Figure 1. Pin placement (run 1).
Drawn at 3 px/um. Pins as bars across the die edge, other pins in gray.
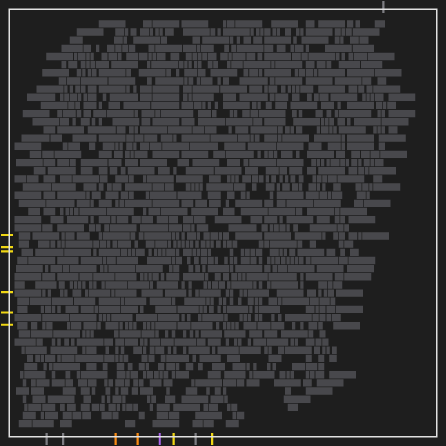
Figure 2. Signal wires on met2 (run 1).
Drawn at 3 px/um.
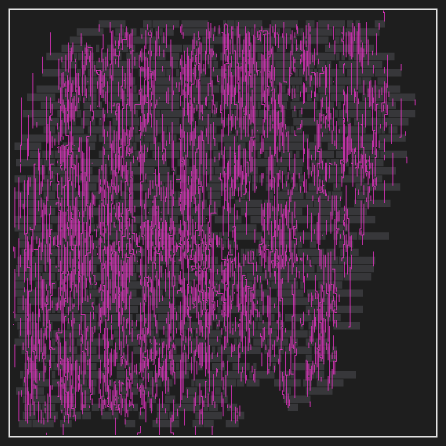
Figure 3. Routing congestion map (run 1).
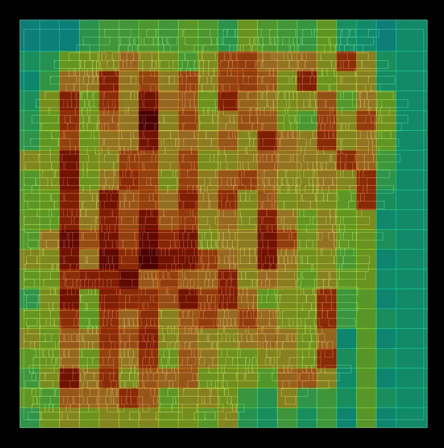
==> config.mk <==
export PLATFORM = sky130hd
export DESIGN_NAME = logistic_synth
export DESIGN_NICKNAME = d
export VERILOG_FILES = /design/src/rtl/logistic_synth.sv
export SDC_FILE = /design/constraint.sdc
export NUM_CORES = 1
export LEC_CHECK = 0
export CAP_MARGIN = 20
export CORE_UTILIZATION = 61
export CTS_CLUSTER_SIZE = 28
export DETAILED_ROUTE_END_ITERATION = 10
export PLACE_DENSITY = 0.85
export SLEW_MARGIN = 5
export SYNTH_ARGS = -nofsm -noshare
export SYNTH_HDL_FRONTEND = slang
export SYNTH_SLANG_ARGS = --single-unit
==> constraint.sdc <==
create_clock -name clk -period 15.5 [get_ports clk]
set_clock_uncertainty 0.2 [all_clocks]
set_input_delay 3.1 -clock clk [delete_from_list [all_inputs] [get_ports clk]]
set_output_delay 3.1 -clock clk [all_outputs]
set_load 0.005 [all_outputs]
==> src/rtl/logistic_synth.sv <==
// Multi-channel logistic-map synthesiser: shared-multiplier iteration FSM, swept r, NCO bank and
// sigma-delta mixer. Define LOGISTIC_SYNTH_PINGPONG_EN for a triangle r sweep instead of sawtooth.
module logistic_synth #(
  parameter int unsigned N_CH       = 4,
  parameter int unsigned FRAC       = 8,
  parameter int unsigned R_PERIOD   = 30000,
  parameter int unsigned PHASE_BITS = 16,
  parameter int unsigned LO_INC     = 8,
  parameter int unsigned HI_INC     = 48,
  parameter int unsigned PRESCALE   = 64,
  localparam int unsigned CH_W      = (N_CH > 1) ? $clog2(N_CH) : 1
) (
  input  logic            clk,
  input  logic            reset_n,
  input  logic            en,
  output logic            snd,
  output logic            x_valid,
  output logic [CH_W-1:0] x_ch,
  output logic [FRAC-1:0] x_val
);

  localparam int unsigned RW    = FRAC + 2;
  localparam int unsigned PW    = RW + FRAC + 1;
  localparam int unsigned CNT_W = (R_PERIOD > 1) ? $clog2(R_PERIOD) : 1;
  localparam int unsigned PS_W  = (PRESCALE > 1) ? $clog2(PRESCALE) : 1;
  localparam int unsigned ACC_W = $clog2(N_CH + 1) + 1;
  localparam logic [RW-1:0] R_MIN = RW'((1 << FRAC) + (1 << (FRAC - 4)));
  localparam logic [RW-1:0] R_MAX = '1;

  typedef enum logic [1:0] {StIdle, StMulA, StMulB, StWrite} state_e;

  function automatic logic [PHASE_BITS-1:0] inc_of(input logic [FRAC-1:0] x);
    inc_of = PHASE_BITS'(LO_INC + (((HI_INC - LO_INC) * 32'(x)) >> FRAC));
  endfunction

  function automatic logic [FRAC-1:0] x_rst(input int k);
    x_rst = FRAC'((k + 1) << (FRAC - 4));
  endfunction

  state_e                state_q, state_d;
  logic [CH_W-1:0]       ch_q, ch_d;
  logic [FRAC-1:0]       t_q, t_d;
  logic [FRAC-1:0]       x_q [N_CH];
  logic [FRAC-1:0]       x_d [N_CH];
  logic [PHASE_BITS-1:0] inc_q [N_CH];
  logic [PHASE_BITS-1:0] inc_d [N_CH];
  logic [PHASE_BITS-1:0] phase_q [N_CH];
  logic [PHASE_BITS-1:0] phase_d [N_CH];
  logic [RW-1:0]         r_q, r_d;
  logic [CNT_W-1:0]      cnt_q, cnt_d;
  logic [PS_W-1:0]       presc_q, presc_d;
  logic [ACC_W-1:0]      acc_q, acc_d;
  logic                  snd_q, snd_d;
  logic                  x_valid_q, x_valid_d;
  logic [CH_W-1:0]       x_ch_q, x_ch_d;
  logic [FRAC-1:0]       x_val_q, x_val_d;
`ifdef LOGISTIC_SYNTH_PINGPONG_EN
  logic                  dir_up_q, dir_up_d;
`endif

  logic [FRAC-1:0] x_cur, x_new;
  logic [RW-1:0]   mul_a;
  logic [FRAC:0]   mul_b;
  logic [PW-1:0]   prod_sh;

  assign x_cur = x_q[ch_q];
  assign x_new = (t_q == '0) ? FRAC'(1) : t_q;

  // Single multiplier: x*(1-x) in MUL_A, r*p in MUL_B.
  always_comb begin
    mul_a = RW'(x_cur);
    mul_b = {1'b1, {FRAC{1'b0}}} - {1'b0, x_cur};
    if (state_q == StMulB) begin
      mul_a = r_q;
      mul_b = {1'b0, t_q};
    end
  end

  assign prod_sh = (PW'(mul_a) * PW'(mul_b)) >> FRAC;

  always_comb begin
    state_d   = state_q;
    ch_d      = ch_q;
    t_d       = t_q;
    x_d       = x_q;
    inc_d     = inc_q;
    x_valid_d = 1'b0;
    x_ch_d    = x_ch_q;
    x_val_d   = x_val_q;
    unique case (state_q)
      StIdle: if (en) state_d = StMulA;
      StMulA: begin
        t_d     = prod_sh[FRAC-1:0];
        state_d = StMulB;
      end
      StMulB: begin
        t_d     = (|prod_sh[PW-1:FRAC]) ? '1 : prod_sh[FRAC-1:0];
        state_d = StWrite;
      end
      StWrite: begin
        x_d[ch_q]   = x_new;
        inc_d[ch_q] = inc_of(x_new);
        x_valid_d   = 1'b1;
        x_ch_d      = ch_q;
        x_val_d     = x_new;
        ch_d        = (ch_q == CH_W'(N_CH - 1)) ? '0 : ch_q + 1'b1;
        state_d     = en ? StMulA : StIdle;
      end
      default: state_d = StIdle;
    endcase
  end

  always_comb begin
    cnt_d = cnt_q;
    r_d   = r_q;
`ifdef LOGISTIC_SYNTH_PINGPONG_EN
    dir_up_d = dir_up_q;
`endif
    if (en) begin
      if (cnt_q == CNT_W'(R_PERIOD - 1)) begin
        cnt_d = '0;
`ifdef LOGISTIC_SYNTH_PINGPONG_EN
        if (dir_up_q) begin
          if (r_q == R_MAX) begin
            r_d      = R_MAX - 1'b1;
            dir_up_d = 1'b0;
          end else begin
            r_d = r_q + 1'b1;
          end
        end else if (r_q == R_MIN) begin
          r_d      = R_MIN + 1'b1;
          dir_up_d = 1'b1;
        end else begin
          r_d = r_q - 1'b1;
        end
`else
        r_d = (r_q == R_MAX) ? R_MIN : r_q + 1'b1;
`endif
      end else begin
        cnt_d = cnt_q + 1'b1;
      end
    end
  end

  // NCO bank and first-order sigma-delta mixer; both free-running.
  always_comb begin
    logic             tick;
    logic [ACC_W-1:0] s;
    logic [ACC_W-1:0] sum;
    tick    = (presc_q == PS_W'(PRESCALE - 1));
    presc_d = tick ? '0 : presc_q + 1'b1;
    s       = '0;
    for (int k = 0; k < N_CH; k++) begin
      phase_d[k] = tick ? phase_q[k] + inc_q[k] : phase_q[k];
      s          = s + ACC_W'(phase_q[k][PHASE_BITS-1]);
    end
    sum = acc_q + s;
    if (sum >= ACC_W'(N_CH)) begin
      snd_d = 1'b1;
      acc_d = sum - ACC_W'(N_CH);
    end else begin
      snd_d = 1'b0;
      acc_d = sum;
    end
  end

  always_ff @(posedge clk or negedge reset_n) begin
    if (!reset_n) begin
      state_q   <= StIdle;
      ch_q      <= '0;
      t_q       <= '0;
      r_q       <= R_MIN;
      cnt_q     <= '0;
      presc_q   <= '0;
      acc_q     <= '0;
      snd_q     <= 1'b0;
      x_valid_q <= 1'b0;
      x_ch_q    <= '0;
      x_val_q   <= '0;
`ifdef LOGISTIC_SYNTH_PINGPONG_EN
      dir_up_q  <= 1'b1;
`endif
      for (int k = 0; k < N_CH; k++) begin
        x_q[k]     <= x_rst(k);
        inc_q[k]   <= inc_of(x_rst(k));
        phase_q[k] <= '0;
      end
    end else begin
      state_q   <= state_d;
      ch_q      <= ch_d;
      t_q       <= t_d;
      r_q       <= r_d;
      cnt_q     <= cnt_d;
      presc_q   <= presc_d;
      acc_q     <= acc_d;
      snd_q     <= snd_d;
      x_valid_q <= x_valid_d;
      x_ch_q    <= x_ch_d;
      x_val_q   <= x_val_d;
`ifdef LOGISTIC_SYNTH_PINGPONG_EN
      dir_up_q  <= dir_up_d;
`endif
      x_q     <= x_d;
      inc_q   <= inc_d;
      phase_q <= phase_d;
    end
  end

  assign snd     = snd_q;
  assign x_valid = x_valid_q;
  assign x_ch    = x_ch_q;
  assign x_val   = x_val_q;

endmodule

==> reports/results.tsv, run 1 <==
metric	value	unit
antenna cells	0	
Setup CP Type	flip-flop to flip-flop	
Final #Nets	1344	
IO Pins	15	
CTS tree	yes	
Rel. slew slack	34.3	%
Hold Path End	phase_q[60]$_DFFE_PN0N_	
endpoints failing setup	0	
Core Footprint	19000	um2
Slowest-stage cell, CP	dfrtp_1	
initial antenna violation count	1	
die y size	142	um
Main synth FF type	dfrtp_1	
startpoint type of the worst setup path	flip-flop	
Synth Seq Share	38.5	%
total track usage	26.9	%
Hold Vio Cnt, Final	0	
CP endpoint	t_q[2]$_DFFE_PN0P_	
RSZ-0062 raised after global routing	no	
Critical Path Stages	24	
reg2reg path depth	24	
worst setup path start	ch_q[0]$_DFFE_PN0P_	
Area leader share	34.5	%
peak fanout along the critical path	13	
CP dominant cell by count	fa_1	
largest net degree at the start of global routing	108	
IO buf count	14	
DR WL/cell	17.0	um
Worst-path clk slew	0.07	ns
Iter 0 DRT Violations	721	
routability cong.	0.873	
H-tree Lvls	4	
logic area	6850	um2
status	finished, final reports clean	
Layout fillers	1362	
OpenROAD warnings	34	
synthesized area	12000	um2
Reg2Reg Setup Slack	7.76	ns
drt total wl	24.9	mm
max-capacitance violation count	0	
Syn. warnings	0	
Register Area	4600	um2
Fmax achieved	129	MHz
HPWL Detailed	17.1	mm
CP required	15.60	ns
antenna viol nets, final	0	
arrival time worst endpoint	7.84	ns
CP peak stage delay	0.78	ns
Async SR Flop Fraction	100	%
Slew @ Worst Pin	0.985	ns
post-CTS sizing	0	
top layer in use	met5	
Die Size	20200	um2
TritonCTS Buffers	17	
Synth Instances	1188	
Chip Area, Yosys	12000	um2
crit path buf inv count	3	
Die W	142	um
Worst Hold Class	flip-flop to flip-flop	
via count	8559	
r2r startpoint	ch_q[0]$_DFFE_PN0P_	
crit path cell chain	mux4_1 -> inv_1 -> ha_1 -> nand2_1 -> or3_4 -> xnor2_1 -> nor2_1 -> a21oi_2 -> nor2_1 -> fa_1 -> fa_1 -> fa_1 -> inv_1 -> fa_1 -> inv_1 -> ha_1 -> and4_1 -> and3_1 -> nand2_1 -> o31ai_2 -> a21oi_2 -> xnor2_1 -> o311ai_4 -> o211ai_2	
# rows	50	
top cells by area	dfrtp_1 35%, fa_1 11%, ha_1 8.9%	
flip-flops with a built-in enable	0	
drt via density	5.84	
Avg Cell Area, Syn	10.1	um2
first-pass GRT wire length	42.2	mm
Setup WS post-layout	7.76	ns
met3 WL	1.29	mm
TNS Setup	0	ns
Hold-fix buffers, CTS	0	
worst skew pair latency	0.43	ns
Initial Utilization	63.0	%
share of cells above drive strength 1	10.8	%
hold_sp	phase_q[60]$_DFFE_PN0N_	
cell type with the largest total area	dfrtp_1	
vias in the first global route	8764	
hold path depth	1	
drt first pass iters	5	
met1 WL	10.7	mm
crit share post-route	49.9	%
About Figure 1:
| color | port | pins | direction | edge |
|---|---|---|---|---|
| yellow | x_val | 8 | output | 6 west, 2 south |
| orange | x_ch | 2 | output | south |
| purple | en | 1 | input | south |
all pins by edge: 8 south, 6 west, 1 north

About Figure 2:
nets with wire on the layer: 1179
longest straight run: 44.5 um
share of all routed wire: 48%

About Figure 3:
global route hottest layer: met2
GRT met1 Usage: 34.7%

[run 1: worst register-to-register path, delay by kind of cell, from the launching register on]
kind / cells / cell delay (ns)
adders and majority gates: 6 / 2.67
AOI/OAI and AO/OA: 5 / 1.42
and+or+nand+nor: 7 / 1.29
DFF: 1 / 0.78
muxes: 1 / 0.72
xor gates and xnor gates: 2 / 0.33
buffers and inverters: 3 / 0.20
[run 1: per-stage QoR]
stage / cells / hold slack, ns / utilization (%) / area (um2)
2_1_floorplan: 1194 / 0.234 / - / 12000
3_3_place_gp: 1434 / 0.250 / 65.0 / 12300
3_5_place_dp: 1434 / 0.254 / 65.0 / 12300
4_1_cts: 1466 / 0.269 / 68.1 / 12900
5_1_grt: 1466 / 0.288 / 68.1 / 12900
6_report: 1466 / 0.264 / 68.1 / 12900
[run 1: placed cells by master (no fill, tap or decap), types with 5 or more instances in the layout]
cell	netlist	layout
clkbuf_16	0	17
nand2b_1	8	8
inv_1	101	101
clkdlybuf4s50_1	0	13
fa_1	63	63
mux4_2	5	5
a21o_1	8	8
o211ai_1	6	6
nor2b_1	5	5
nand3_1	25	24
a31oi_1	5	5
nand4_1	13	13
mux2_2	57	57
nor2_1	97	97
dfstp_2	18	18
o21ai_0	62	62
xor2_1	37	37
and2_1	16	16
dfrtp_1	165	165
mux2i_1	7	7
conb_1	2	8
nand2_1	170	170
o31ai_1	8	8
ha_1	85	85
and3_1	35	35
nor3_1	10	10
inv_6	0	6
a21boi_0	8	8
xnor2_1	53	53
a21oi_1	33	33
[run 1: logic make-up after synthesis]
family	Yosys count	share of synthesized area, %
AND-OR/OR-AND	160	8.49
XOR/XNOR	90	6.60
adder cells (fa/ha/maj)	148	19.5
buffers and inverters	139	4.44
flip-flops	183	38.5
multiplexers	72	7.56
other	2	0.0628
AND/OR/NAND/NOR	394	14.9
[run 1: Yosys cell counts, drive strengths merged (13+ instances only)]
master	instances
fa	63
dfrtp	165
a21oi	36
ha	85
and3	35
nand3	25
nand4	13
clkbuf	34
and2	16
inv	101
nand2	170
xor2	37
nor2	97
xnor2	53
o21ai	64
dfstp	18
mux2	57
[run 1: final cells by class]
type	instances	share of cell area (%)
flip-flops and latches	183	35.6
inverters	102	2.96
clock buffers	19	3.35
repair buffers	17	1.27
well taps	260	2.52
multi-input cells	872	53.0
clock inverters	13	1.26
[run 1: layer usage]
metal,global-route usage [%],up-vias
li1,-,3967
met1,34.7,4237
met2,44.3,275
met3,5.11,78
met4,12.4,2
met5,0,-
[run 1: flip-flops by register name, summed over array words and instances (netlist names)]
signal / cells
acc_q: 4
snd: 1
x_valid: 1
x_ch: 2
t_q: 8
x_q: 32
cnt_q: 15
x_val: 8
inc_q: 28
r_q: 10
ch_q: 2
phase_q: 64
state_q: 2
presc_q: 6
==> run 1 -> run 2 <==
- CORE_UTILIZATION: 61 -> 58
- PLACE_DENSITY: 0.85 -> 0.84
- clock period: 15.5 -> 6.5 ns (I/O delays scaled with it)
Figure 4. Signal wires on met2 (run 2).
Drawn at 3 px/um.
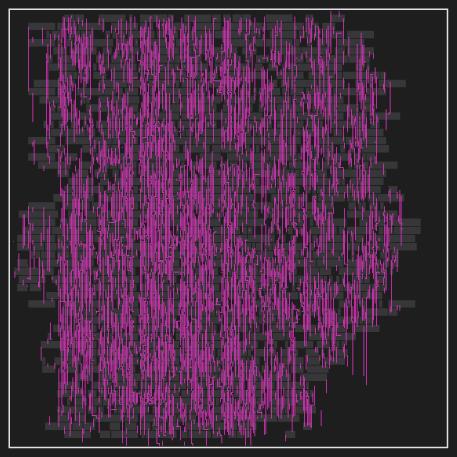
share of all routed wire: 49%
nets with wire on the layer: 1273
longest straight run: 38.1 um
wire length on this layer: 14400 um

Figure 5. Routing congestion map (run 2).
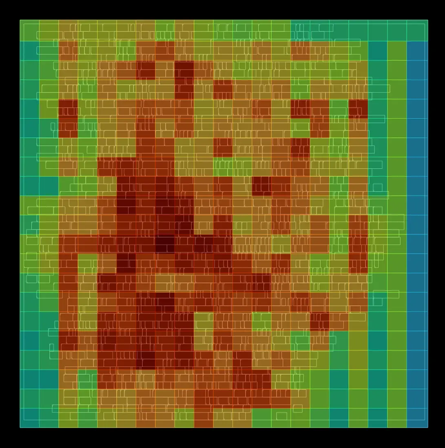
grt met2 use: 44.5%
GRT met1 Usage: 35.5%
total track usage: 27.3%
final core occ: 68.4%

Figure 6. Pin placement (run 2).
Drawn at 3 px/um. Pins as bars across the die edge, other pins in gray.
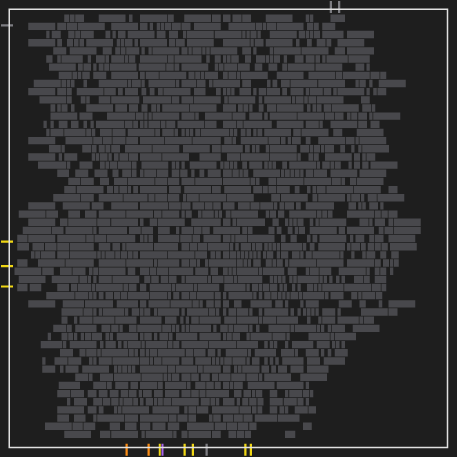
| color | port | pins | direction | edge |
|---|---|---|---|---|
| yellow | x_val | 8 | output | 5 south, 3 west |
| purple | en | 1 | input | south |
| orange | x_ch | 2 | output | south |

==> run 2 against run 1 <==
The flow now finishes with violations (setup timing). Sequential share of layout area is 2.4 points lower. Worst hold slack got worse by 0.0029 ns. Routed wire length increased by 17%. Maximum frequency up 12%. Global-route usage is 0.41 points higher. Register-to-register slack lost 8.2 ns. Synthesized area is the same. Setup slack worse by 8.2 ns. Critical path depth is 3 higher. Critical path type unchanged. Largest cell class unchanged. Critical endpoint unchanged. Via count is 7.7% higher. Highest routed layer is now met4.
==> reports/results.tsv, run 2 <==
metric	value	unit	change
logic area	7180	um2	was 6850 um2
share of cells above drive strength 1	21.1	%	was 10.8%
vias in the first global route	9268		was 8764
RSZ-0062 raised after global routing	yes		was no
drt first pass iters	5		unchanged
drt total wl	29.3	mm	was 24.9 mm
CTS tree	yes		unchanged
TritonCTS Buffers	17		unchanged
Slew @ Worst Pin	0.961	ns	was 0.985 ns
worst setup path start	ch_q[0]$_DFFE_PN0P_		unchanged
drt via density	5.95		was 5.84
CP endpoint	t_q[2]$_DFFE_PN0P_		unchanged
Rel. slew slack	36.0	%	was 34.3%
Die W	146	um	was 142 um
startpoint type of the worst setup path	flip-flop		unchanged
count leader, synth	nand2_1		unchanged
antenna viol nets, final	0		unchanged
status	complete, but fails checks		was finished, final reports clean
Hold Vio Cnt, Final	0		unchanged
routability cong.	0.963		was 0.873
OpenROAD warnings	34		unchanged
synthesized area	12000	um2	unchanged
Final #Nets	1418		was 1344
via count	9218		was 8559
endpoints failing setup	8		was 0
Hold-fix buffers, CTS	0		unchanged
die y size	146	um	was 142 um
antenna cells	0		unchanged
IO Pins	15		unchanged
dominant logic cell type in the layout	nand2_1		unchanged
Setup WS post-layout	-0.395	ns	was 7.76 ns
Setup CP Type	flip-flop to flip-flop		unchanged
# rows	52		was 50
DR WL/cell	18.9	um	was 17.0 um
worst skew pair latency	0.44	ns	was 0.43 ns
Non-Filler Instances	1550		was 1466
Initial Utilization	59.1	%	was 63.0%
initial antenna violation count	0		was 1
max reg flops	64		unchanged
Async SR Flop Fraction	100	%	unchanged
cell type with the largest total area	dfrtp_1		unchanged
max-capacitance violation count	0		unchanged
Die Size	21200	um2	was 20200 um2
top cells by area	dfrtp_1 35%, fa_1 11%, ha_1 8.9%		unchanged
Main synth FF type	dfrtp_1		unchanged
arrival time worst endpoint	7.01	ns	was 7.84 ns
Synth Seq Share	38.5	%	unchanged
first-pass GRT wire length	45.8	mm	was 42.2 mm
Synth Instances	1188		unchanged
H-tree Lvls	4		unchanged
failing checks	setup timing		
Core Footprint	20200	um2	was 19000 um2
Layout fillers	1289		was 1362
Syn. warnings	0		unchanged
Chip Area, Yosys	12000	um2	unchanged
Regs by FF count	phase_q: 64 flops, x_q: 32 flops, inc_q: 28 flops		unchanged
crit share post-route	106	%	was 49.9%
## run 2: cell counts after synthesis
No cell type changed its count.
## run 2: metal layers
metal | up-vias | wire, um | GRT usage (%) | share of wire (%)
met5 | - | 0 | 0 | 0
met3 | 110 | 2000 | 5.49 | 6.8
li1 | 4116 | - | - | -
met4 | 0 | 1210 | 12.2 | 4.1
met2 | 416 | 14400 | 44.5 | 49
met1 | 4576 | 11700 | 35.5 | 40
## run 2: final cells by class
| cell class | count | share of cell area [%] |
|---|---|---|
| clock inverter | 11 | 0.768 |
| timing repair buffer | 91 | 5.65 |
| clock buffer | 21 | 3.32 |
| sequential | 183 | 33.2 |
| multi-input combinational | 872 | 51.8 |
| inverter | 102 | 2.76 |
| tap | 270 | 2.44 |
## run 2: cells by family after synthesis
logic type,Yosys count,synth area share (%)
AOI/OAI and AO/OA,160,8.49
buffers and inverters,139,4.44
muxes,72,7.56
and+or+nand+nor,394,14.9
adders and majority gates,148,19.5
other,2,0.0628
xor gates and xnor gates,90,6.60
DFF,183,38.5
## run 2: critical path, delay by kind of cell (launching register included)
kind / cells / cell delay, ns
and+or+nand+nor: 6 / 0.97
AOI/OAI and AO/OA: 5 / 1.04
muxes: 2 / 0.70
adders and majority gates: 5 / 2.34
xor gates and xnor gates: 1 / 0.15
DFF: 1 / 0.42
buffers and inverters: 8 / 0.94
## run 2: how the worst min path moves through the flow
stage	start	endpoint	slack, ns
final	phase_q[26]$_DFFE_PN0N_	phase_q[26]$_DFFE_PN0N_	0.26
after global routing	phase_q[44]$_DFFE_PN0N_	phase_q[44]$_DFFE_PN0N_	0.28
after CTS	phase_q[26]$_DFFE_PN0N_	phase_q[26]$_DFFE_PN0N_	0.27
after detailed placement	phase_q[44]$_DFFE_PN0N_	phase_q[44]$_DFFE_PN0N_	0.25
after global placement	phase_q[12]$_DFFE_PN0N_	phase_q[12]$_DFFE_PN0N_	0.25
after floorplan	phase_q[10]$_DFFE_PN0N_	phase_q[10]$_DFFE_PN0N_	0.23
## run 2: what timing repair did
action / CTS / global route
setup buffers: 19 / 7
setup endpoints to repair: 8 / 8
pin swaps: 30 / 36
gates resized: 36 / 34
## run 2: metrics by stage
step                utilization [%]  area [um2]
CTS                            67.4       13600
floorplan                         -       12100
detailed placement             63.2       12800
global placement               63.2       12800
global route                   68.4       13800
finish                         68.4       13800
==> run 2 -> run 3 <==
- GPL_TIMING_DRIVEN: not set -> 0
Figure 7. Signal metal coverage by tile (run 3).
Drawn at 2 px/um. The die is cut into 29 by 29 equal tiles; dark blue is low, red is high, scaled to the fullest tile. Values are wire area over tile area, all layers added.
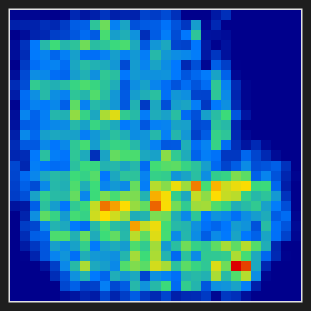
fullest tile: 0.73
tiles over half the peak: 13%
emptiest ninth of the die: north-east
mean over tiles: 0.19
nearly empty tiles: 19%

Figure 8. The metal 3 layer (run 3).
Drawn at 3 px/um.
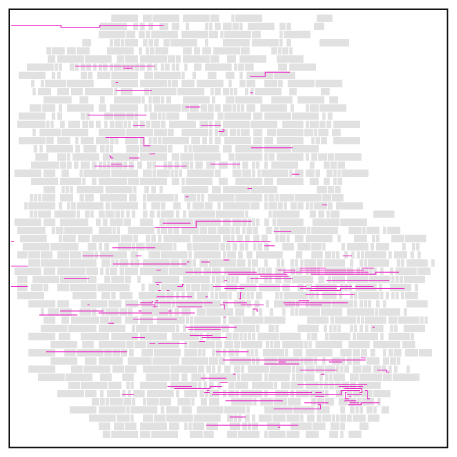
wire length on this layer: 1320 um
longest straight run: 47.4 um

Figure 9. Routing congestion map (run 3).
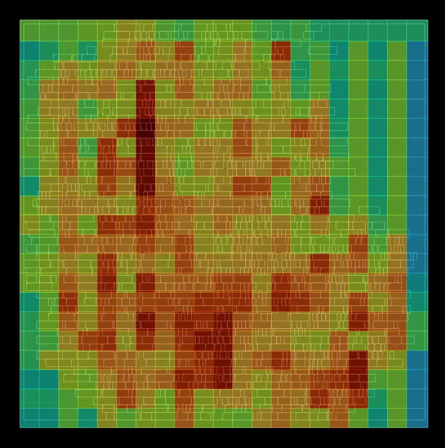
GRT met1 Usage: 33.7%
final core occ: 66.6%
GR Util met3: 4.51%

==> run 3 against run 2 <==
The run still ends with setup timing left. Core utilization fell by 1.8 points. Via count fell by 4.6%. Critical path depth fell by 1. Synthesized area did not move. Critical endpoint unchanged. Largest cell class unchanged. Highest routed layer unchanged.
==> reports/results.tsv, run 3 <==
metric	value	unit	change
Slowest-stage cell, CP	fa_2		was fa_1
TritonCTS Buffers	17		unchanged
H-tree Lvls	4		unchanged
peak fanout along the critical path	8		was 7
Setup CP Type	flip-flop to flip-flop		unchanged
largest register by flop count	phase_q		unchanged
dominant logic cell type in the layout	nand2_1		unchanged
drt via density	5.73		was 5.95
DR WL/cell	16.9	um	was 18.9 um
count leader, synth	nand2_1		unchanged
IO Pins	15		unchanged
failing checks	setup timing		unchanged
top cells by area	dfrtp_1 35%, fa_1 11%, ha_1 8.9%		unchanged
total track usage	25.5	%	was 27.3%
share of cells above drive strength 1	15.2	%	was 21.1%
endpoints failing setup	8		unchanged
crit share post-route	105	%	was 106%
routability cong.	0.884		was 0.963
WL met2	13.0	mm	was 14.4 mm
Initial Utilization	59.1	%	unchanged
Area leader share	34.5	%	unchanged
synthesized area	12000	um2	unchanged
most frequent cells in the layout	166 x nand2_1, 165 x dfrtp_1, 96 x inv_1		was 166 x nand2_1, 164 x dfrtp_1, 90 x inv_1
drt first pass iters	7		was 5
Chip Area, Yosys	12000	um2	unchanged
CP dominant cell by count	fa_1		unchanged
HPWL Detailed	18.4	mm	was 18.2 mm
top cell family by delay on the critical path	adder cells		unchanged
Regs by FF count	phase_q: 64 flops, x_q: 32 flops, inc_q: 28 flops		unchanged
Rel. slew slack	44.7	%	was 36.0%
Async SR Flop Fraction	100	%	unchanged
# rows	52		unchanged
OpenROAD warnings	36		was 34
max reg flops	64		unchanged
CTS tree	yes		unchanged
Fmax achieved	147	MHz	was 145 MHz
status	complete, but fails checks		unchanged
crit path buf inv count	5		was 8
Hold Vio Cnt, Final	0		unchanged
Worst-path clk slew	0.07	ns	about the same
cell type with the largest total area	dfrtp_1		unchanged
Main synth FF type	dfrtp_1		unchanged
worst skew pair latency	0.43	ns	was 0.44 ns
Setup WS post-layout	-0.316	ns	was -0.395 ns
met3 WL	1.32	mm	was 2.00 mm
startpoint type of the worst setup path	flip-flop		unchanged
antenna cells	0		unchanged
top layer in use	met4		unchanged
flip-flops with a built-in enable	0		unchanged
arrival time worst endpoint	6.93	ns	was 7.01 ns
via count	8796		was 9218
Syn. warnings	0		unchanged
initial antenna violation count	0		unchanged
vias in the first global route	8809		was 9268
drt total wl	26.0	mm	was 29.3 mm
Worst Hold Class	flip-flop to flip-flop		unchanged
## run 3: cell counts after synthesis
Identical to the previous run, type by type.
## run 3: worst paths after layout
| kind | cells after the start | start | slack [ns] | endpoint |
|---|---|---|---|---|
| max | 26 | ch_q[0]$_DFFE_PN0P_ | -0.32 | t_q[2]$_DFFE_PN0P_ |
| min | 1 | phase_q[58]$_DFFE_PN0N_ | 0.26 | phase_q[58]$_DFFE_PN0N_ |
| max reg2reg | 26 | ch_q[0]$_DFFE_PN0P_ | -0.32 | t_q[2]$_DFFE_PN0P_ |
| min reg2reg | 1 | phase_q[58]$_DFFE_PN0N_ | 0.26 | phase_q[58]$_DFFE_PN0N_ |
| max in group asynchronous | 2 | reset_n | 4.56 | x_q[21]$_DFFE_PN1P_ |
| min in group asynchronous | 1 | reset_n | 0.62 | snd$_DFF_PN0_ |
## run 3: cell families (layout without fill, tap and decap cells)
| group | Yosys count | count (layout) | synth area share (%) |
|---|---|---|---|
| xor gates and xnor gates | 90 | 90 | 6.60 |
| other | 2 | 8 | 0.0628 |
| adders and majority gates | 148 | 148 | 19.5 |
| and+or+nand+nor | 394 | 394 | 14.9 |
| DFF | 183 | 183 | 38.5 |
| AOI/OAI and AO/OA | 160 | 160 | 8.49 |
| muxes | 72 | 72 | 7.56 |
| buffers and inverters | 139 | 210 | 4.44 |
## run 3: per-layer routing
| metal | up-vias | global-route usage (%) |
|---|---|---|
| met3 | 50 | 4.51 |
| met2 | 253 | 42.3 |
| met1 | 4414 | 33.7 |
| li1 | 4079 | - |
| met5 | - | 0 |
| met4 | 0 | 9.63 |
## run 3: area by class of cell
type                       count  area, um2
clock buffer                  22        454
multi-input combinational    872       7060
buffer                        36        148
clock inverter                10        119
sequential                   183       4600
inverter                     102        383
tap                          270        338
timing repair buffer          40        384
fill                        1447       6750
## run 3: through the flow
step           setup WS [ns]  std cells  instance area (um2)  hold WS, ns  util, %
2_1_floorplan        0.00849       1194                12100        0.234        -
3_3_place_gp           -3.44       1478                12600        0.247     62.0
3_5_place_dp          -0.632       1479                12600        0.251     62.2
4_1_cts               -0.261       1529                13400        0.262     66.2
5_1_grt               -0.517       1535                13500        0.281     66.6
6_report              -0.316       1535                13500        0.259     66.6
## run 3: what timing repair did
item                                    4_1_cts  5_1_grt
endpoints found under the hold margin         0        0
hold buffers                                  0        0
pin swaps                                    19       21
resized                                      20       17
setup buffers                                18        7
endpoints found under the setup margin        8        8
gates cloned                                  0        0
